### Metal 1, run 1

Supply wires on this layer in grey.
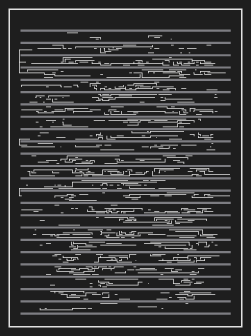
### M2 wires, run 1

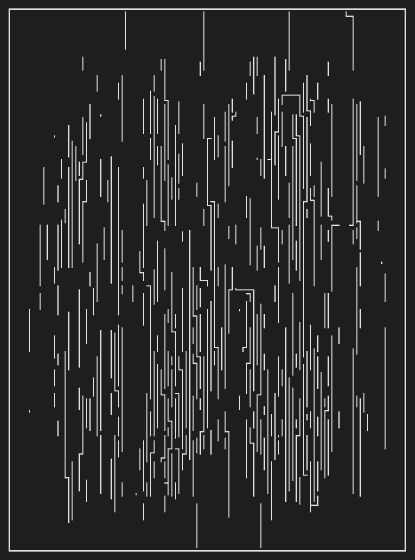
### Met3 routing, run 1

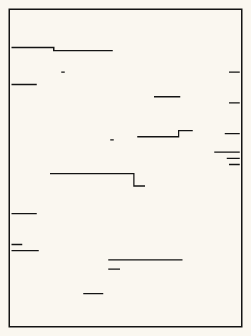
==> config.mk <==
export PLATFORM = sky130hd
export DESIGN_NAME = manchester_rx_deser
export DESIGN_NICKNAME = d
export VERILOG_FILES = /design/src/rtl/manchester_pkg.sv /design/src/rtl/manchester_edge_sync.sv /design/src/rtl/manchester_rx_deser.sv
export SDC_FILE = /design/constraint.sdc
export NUM_CORES = 1
export LEC_CHECK = 0
export ABC_AREA = 1
export CORE_ASPECT_RATIO = 1.4
export CORE_MARGIN = 2
export CORE_UTILIZATION = 55
export CTS_BUF_LIST = sky130_fd_sc_hd__clkbuf_16
export DETAILED_ROUTE_END_ITERATION = 8
export GPL_ROUTABILITY_DRIVEN = 0
export PLACE_DENSITY = 0.77
export SLEW_MARGIN = 10
export SYNTH_ARGS = -nofsm -noshare
export SYNTH_HDL_FRONTEND = slang
export SYNTH_SLANG_ARGS = --single-unit
==> constraint.sdc <==
create_clock -name osc -period 1.7 [get_ports osc]
set_clock_uncertainty 0.1 [all_clocks]
set_input_delay 0.17 -clock osc [delete_from_list [all_inputs] [get_ports osc]]
set_output_delay 0.17 -clock osc [all_outputs]
set_load 0.02 [all_outputs]
==> job_summary.md, run 1 <==
## Synthesis and layout report

| Metric | Value |
|---|---|
| Global-route wire length before repair | `6065 um` |
| Final worst slack | `0.1338 ns` |
| Die Size | `3563 um2` |
| Crit path buf inv count | `1` |
| Max Slew Vio Count | `0` |
| Crit Path Category | `flop to primary output` |
| Top-area cell share | `a little over two fifths` |
| Placed Cells | `slightly below 300` |
| Run status | `finished clean` |
| CP Cell Sequence | `clkdlybuf4s50_1` |
| Synthesized area | `between 1500 and 2000 um2` |
| Number of enable flip-flop cells | `0` |
| Pin count of the biggest net entering global routing | `15` |
| Clock sinks | `37` |
| Die Y | `around 70 um` |
| Commonest flop | `dfxtp_1` |
| CP startpoint kind | `flop` |
| DP HPWL | `between 2000 and 2500 um` |
| Post-synthesis area per instance | `around 7.3 um2` |
| Critical Path Stages | `1` |
| Cts hold-fix bufs | `0` |
| Clk pwr share | `roughly 48%` |
| Most frequent cells after synthesis | `inv_1, nand2_1, dfxtp_1` |
| Syn_nets | `245` |
| Measured slew at the worst slew-check pin | `0.4646 ns` |
| Worst Hold Path Cells | `2` |
| Number of I/O port buffers | `16` |
| Final nets | `274` |
| CP max stage cell | `clkdlybuf4s50_1` |
| Vias per cell | `4.957` |
| Global-route usage over all layers | `22.12%` |
| DRC violations left | `0` |
| Yosys warns | `0` |
| Latency at later pin | `0.28 ns` |
| Maximum clock path buffer count | `2` |
| Yosys Chip Area | `1703 um2` |
| Fmax | `between 600 and 700 MHz` |
| Simple-Gate Fraction of Synth Area | `about a quarter` |
| Aoi share | `9.478%` |
| Grt ovf | `0` |
| Worst stage delay on the critical path | `between 0.6 and 0.7 ns` |
| Final ANT Viol Nets | `0` |
| I/O pins | `17` |
| Row count | `23` |
| Yosys adder share | `5.143%` |
| Crit path DAT | `1.30 ns` |
| Initial DRC Count | `26` |
| Post-synth seq share | `43.50%` |
| Max_slew headroom | `around 69%` |
| Die X | `51.03 um` |
| Wire per inst | `11.68 um` |
| Cell Int Power | `0.001684 W` |
| Combinational share of power | `10.1%` |
| Min cycle time layout | `1.566 ns` |
| R2R cell count | `5` |
| Worst Hold Class | `flop to flop` |
| Crit share post-route | `92.13%` |
| Distinct cells, synth | `27` |
| Layout Cells excl Fill | `301` |
| Clock buffer count from CTS | `5` |
| Setup violators final | `0` |
| Worst Path Required | `1.43 ns` |
| Synth top area cells | `dfxtp_1, inv_1, nand2_1, ha_1, nor2_1` |
| Critical path endpoint category | `primary output` |
| Core Util at FP | `58.59%` |
| Leading area contributor after synthesis | `dfxtp_1` |
## Picture notes: 'Metal 1'
share of all routed wire: 42%
wire length on this layer: 1480 um
nets with wire on the layer: 251
longest straight run: 18.6 um
main direction: horizontal
GR Util met1: 26.10%
vias post-DR: 1492
wirelength, routed: 3516 um

## Picture notes: 'M2 wires'
wire length on this layer: 1870 um
longest straight run: 29.6 um
share of all routed wire: 53%
main direction: vertical
nets with wire on the layer: 216
GR Layer Usage met2: 37.52%

## Picture notes: 'Met3 routing'
main direction: horizontal
wire length on this layer: 124 um
GR met3 Demand/Resource: 6.034%

## run 1: timing repair
item / in CTS / in global routing
setup endpoints to repair: 0 / 11
resized: 0 / 7
setup buffers: 0 / 3
## run 1: cell type report
class                      count  area, um2  area share [%]
multi-input combinational    141      759.5           35.25
timing repair buffer          28      250.2           11.61
clock buffer                   5      125.1           5.807
tap                           37      46.29           2.149
clock inverter                 3      41.29           1.916
sequential                    37      744.5           34.55
inverter                      50      187.7           8.711
## run 1: worst min-delay path, stage by stage (launching register included)
cell and delay (ns):
dfxtp_1 0.29, inv_1 0.04, nor2_1 0.03
## run 1: per-stage QoR
| stage | setup TNS, ns | power [W] | area, um2 | hold WS, ns | utilization, % |
|---|---|---|---|---|---|
| 2_1_floorplan | 0 | 0.001102 | 1703 | 0.1770 | - |
| 3_3_place_gp | 0 | 0.001148 | 1937 | 0.2925 | 66.64 |
| 3_5_place_dp | 0 | 0.001159 | 1937 | 0.3036 | 66.64 |
| 4_1_cts | 0 | 0.002182 | 2103 | 0.3074 | 72.36 |
| 5_1_grt | -0.0009281 | 0.002274 | 2155 | 0.3127 | 74.13 |
| 6_report | 0 | 0.002170 | 2155 | 0.3025 | 74.13 |
## run 1: power by group through the flow
stage	logic [W]	registers, W	clock network, W
2_1_floorplan	0.000165	0.000937	0
3_3_place_gp	0.000209	0.000938	0
3_5_place_dp	0.000220	0.000938	0
4_1_cts	0.000222	0.000920	0.00104
5_1_grt	0.000269	0.000925	0.00108
6_report	0.000220	0.000920	0.00103
## run 1: per-layer routing
metal  track usage (%)  vias up  share of wire [%]
li1                  -      781                  -
met1             26.10      681                 42
met2             37.52       26                 53
met3             6.034        4                3.5
met4             7.808        0                1.2
met5                 0        -                  0
### Routed metal per tile, run 1

Bar = 20 um. The die is cut into 10 by 14 equal tiles; dark purple is low, yellow is high, scaled to the fullest tile. Values are wire area over tile area, all layers added.
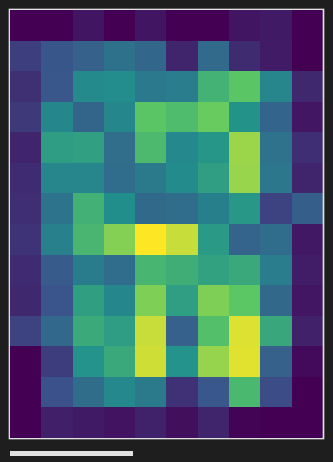

--- run 2 (diff from run 1) ---
==> constraint.sdc (replaced) <==
create_clock -name osc -period 1.7 [get_ports osc]
set_clock_uncertainty 0.1 [all_clocks]
set_input_delay 0.255 -clock osc [delete_from_list [all_inputs] [get_ports osc]]
set_output_delay 0.255 -clock osc [all_outputs]
set_load 0.02 [all_outputs]
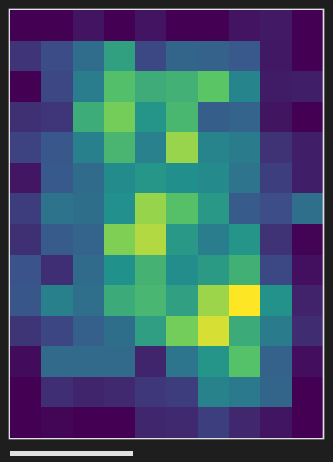
*Routed metal per tile, run 2*
Bar = 20 um. The die is cut into 10 by 14 equal tiles; dark purple is low, yellow is high, scaled to the fullest tile. Values are wire area over tile area, all layers added.
mean over tiles: 0.15
fullest tile: 0.45
nearly empty tiles: 12%
densest ninth of the die: middle
emptiest ninth of the die: top right
tiles over half the peak: 25%
wirelength, routed: 3304 um
wire per inst: 11.09 um
global-route usage over all layers: 21.63%

==> run 2 against run 1 <==
  * Critical path depth is the same
  * Count of clock-buffer cells in the layout stayed put
  * Via count decreased by 3.4%
  * Critical path type unchanged
  * Utilization fell by 0.82 points
  * Synthesized cell count unchanged
  * Final area decreased by 1.1%
  * Combinational power down 4%
  * Fmax decreased by 3.3%
  * Critical endpoint is now rx_valid
==> job_summary.md, run 2 <==
## Synthesis and layout report

| Metric | Value |
|---|---|
| Initial DRC Count | `25` |
| Fmax | `~600 MHz` |
| Final ANT Viol Nets | `0` |
| Vias post-DR | `roughly 1.4k` |
| Yosys adder share | `under 10%` |
| Final TNS setup | `0 ns` |
| Switching Power | `0.0004835 W` |
| Cell Int Power | `around 0.0018 W` |
| DP Area | `1937 um2` |
| Setup violators final | `0` |
| Leading area contributor after synthesis | `dfxtp_1` |
| Yosys Chip Area | `between 1500 and 2000 um2` |
| Finished Cell Area | `2131 um2` |
| CP Cell Sequence | `clkdlybuf4s50_1` |
| Measured slew at the worst slew-check pin | `~0.44 ns` |
| Syn_nets | `around 250` |
| Critical Path Stages | `1` |
| Min cycle time layout | `~1.6 ns` |
| Combinational share of power | `9.1%` |
| Final nets | `271` |
| Clock sinks | `37` |
| Distinct cells, synth | `27` |
| Aoi share | `9.478%` |
| R2R cell count | `7` |
| Top-area cell share | `between 40% and 50%` |
| Grt ovf | `0` |
| RSZ-0062 raised after global routing | `false` |
| Core Util at FP | `58.59%` |
| Post-CTS Setup Bufs | `0` |
| CP startpoint kind | `flop` |
| Row count | `23` |
| Latency at later pin | `0.28 ns` |
| Worst Path Required | `1.34 ns` |
| Die Size | `approximately 3600 um2` |
| Max reg flops | `8` |
| DRC violations left | `0` |
| I/O pins | `17` |
| Commonest flop | `dfxtp_1` |
| Cts hold-fix bufs | `0` |
| Global-route wire length before repair | `5802 um` |
| Crit share post-route | `between 90% and 100%` |
| Run status | `finished clean` |
| Worst Hold Path Cells | `2` |
| Vias per cell | `4.836` |
| Die Y | `69.84 um` |
| Max_slew headroom | `between 70% and 80%` |
| Die X | `51.03 um` |
| Worst Hold Class | `flop to flop` |
| Synth top area cells | `dfxtp_1, inv_1, nand2_1, ha_1, nor2_1` |
| Post-synth seq share | `43.50%` |
| Worst stage delay on the critical path | `just over 0.6 ns` |
| Most frequent cells after synthesis | `inv_1, nand2_1, dfxtp_1` |
| Simple-Gate Fraction of Synth Area | `26.45%` |
| Crit path buf inv count | `1` |
| Synthesized area | `1703 um2` |
| Pwr Total | `0.002317 W` |
| Cts repair resizes | `1` |
| DP HPWL | `2364 um` |
| Clock buffer count from CTS | `5` |
| Crit Path Category | `flop to primary output` |
| CP max stage cell | `clkdlybuf4s50_1` |
| Max Slew Vio Count | `0` |
| Critical path endpoint category | `primary output` |
| Maximum clock path buffer count | `2` |
| Number of enable flip-flop cells | `0` |
## run 2: cell counts after synthesis
Identical to the previous run, type by type.
## run 2: metal layers
metal | global-route usage [%] | vias up | share of wire (%)
met3 | 5.819 | 5 | 3.4
met1 | 24.28 | 634 | 45
li1 | - | 778 | -
met5 | 0 | - | 0
met4 | 9.009 | 0 | 1.9
met2 | 37.37 | 24 | 49
## run 2: layout make-up
| cell class | count | area, um2 |
|---|---|---|
| clock buffer | 5 | 125.1 |
| inverter | 50 | 187.7 |
| sequential | 37 | 740.7 |
| fill | 232 | 775.7 |
| tap | 37 | 46.29 |
| clock inverter | 3 | 65.06 |
| timing repair buffer | 25 | 226.5 |
| multi-input combinational | 141 | 739.5 |
## run 2: worst min-delay path: cells and delay by family, from the launching register on
kind	cells	cell delay, ns
AND/OR/NAND/NOR	1	0.03
flip-flops	1	0.29
buffers and inverters	1	0.04
## run 2: through the flow
step | instances | hold slack (ns) | setup WS (ns) | utilization (%)
detailed placement | 290 | 0.2973 | 0.1573 | 66.64
floorplan | 234 | 0.2620 | 0.2675 | -
CTS | 298 | 0.3068 | 0.07710 | 73.14
global placement | 290 | 0.2907 | 0.1939 | 66.64
global route | 298 | 0.3254 | 0.004185 | 73.31
finish | 298 | 0.3047 | 0.07993 | 73.31
## run 2: power groups by stage
| stage | clock network (W) | logic [W] | registers (W) |
|---|---|---|---|
| CTS | 0.00120 | 0.000214 | 0.000921 |
| finish | 0.00119 | 0.000211 | 0.000920 |
| global placement | 0 | 0.000210 | 0.000939 |
| global route | 0.00124 | 0.000249 | 0.000924 |
| floorplan | 0 | 0.000165 | 0.000937 |
| detailed placement | 0 | 0.000212 | 0.000939 |
Power and IR drop assume default switching activity.
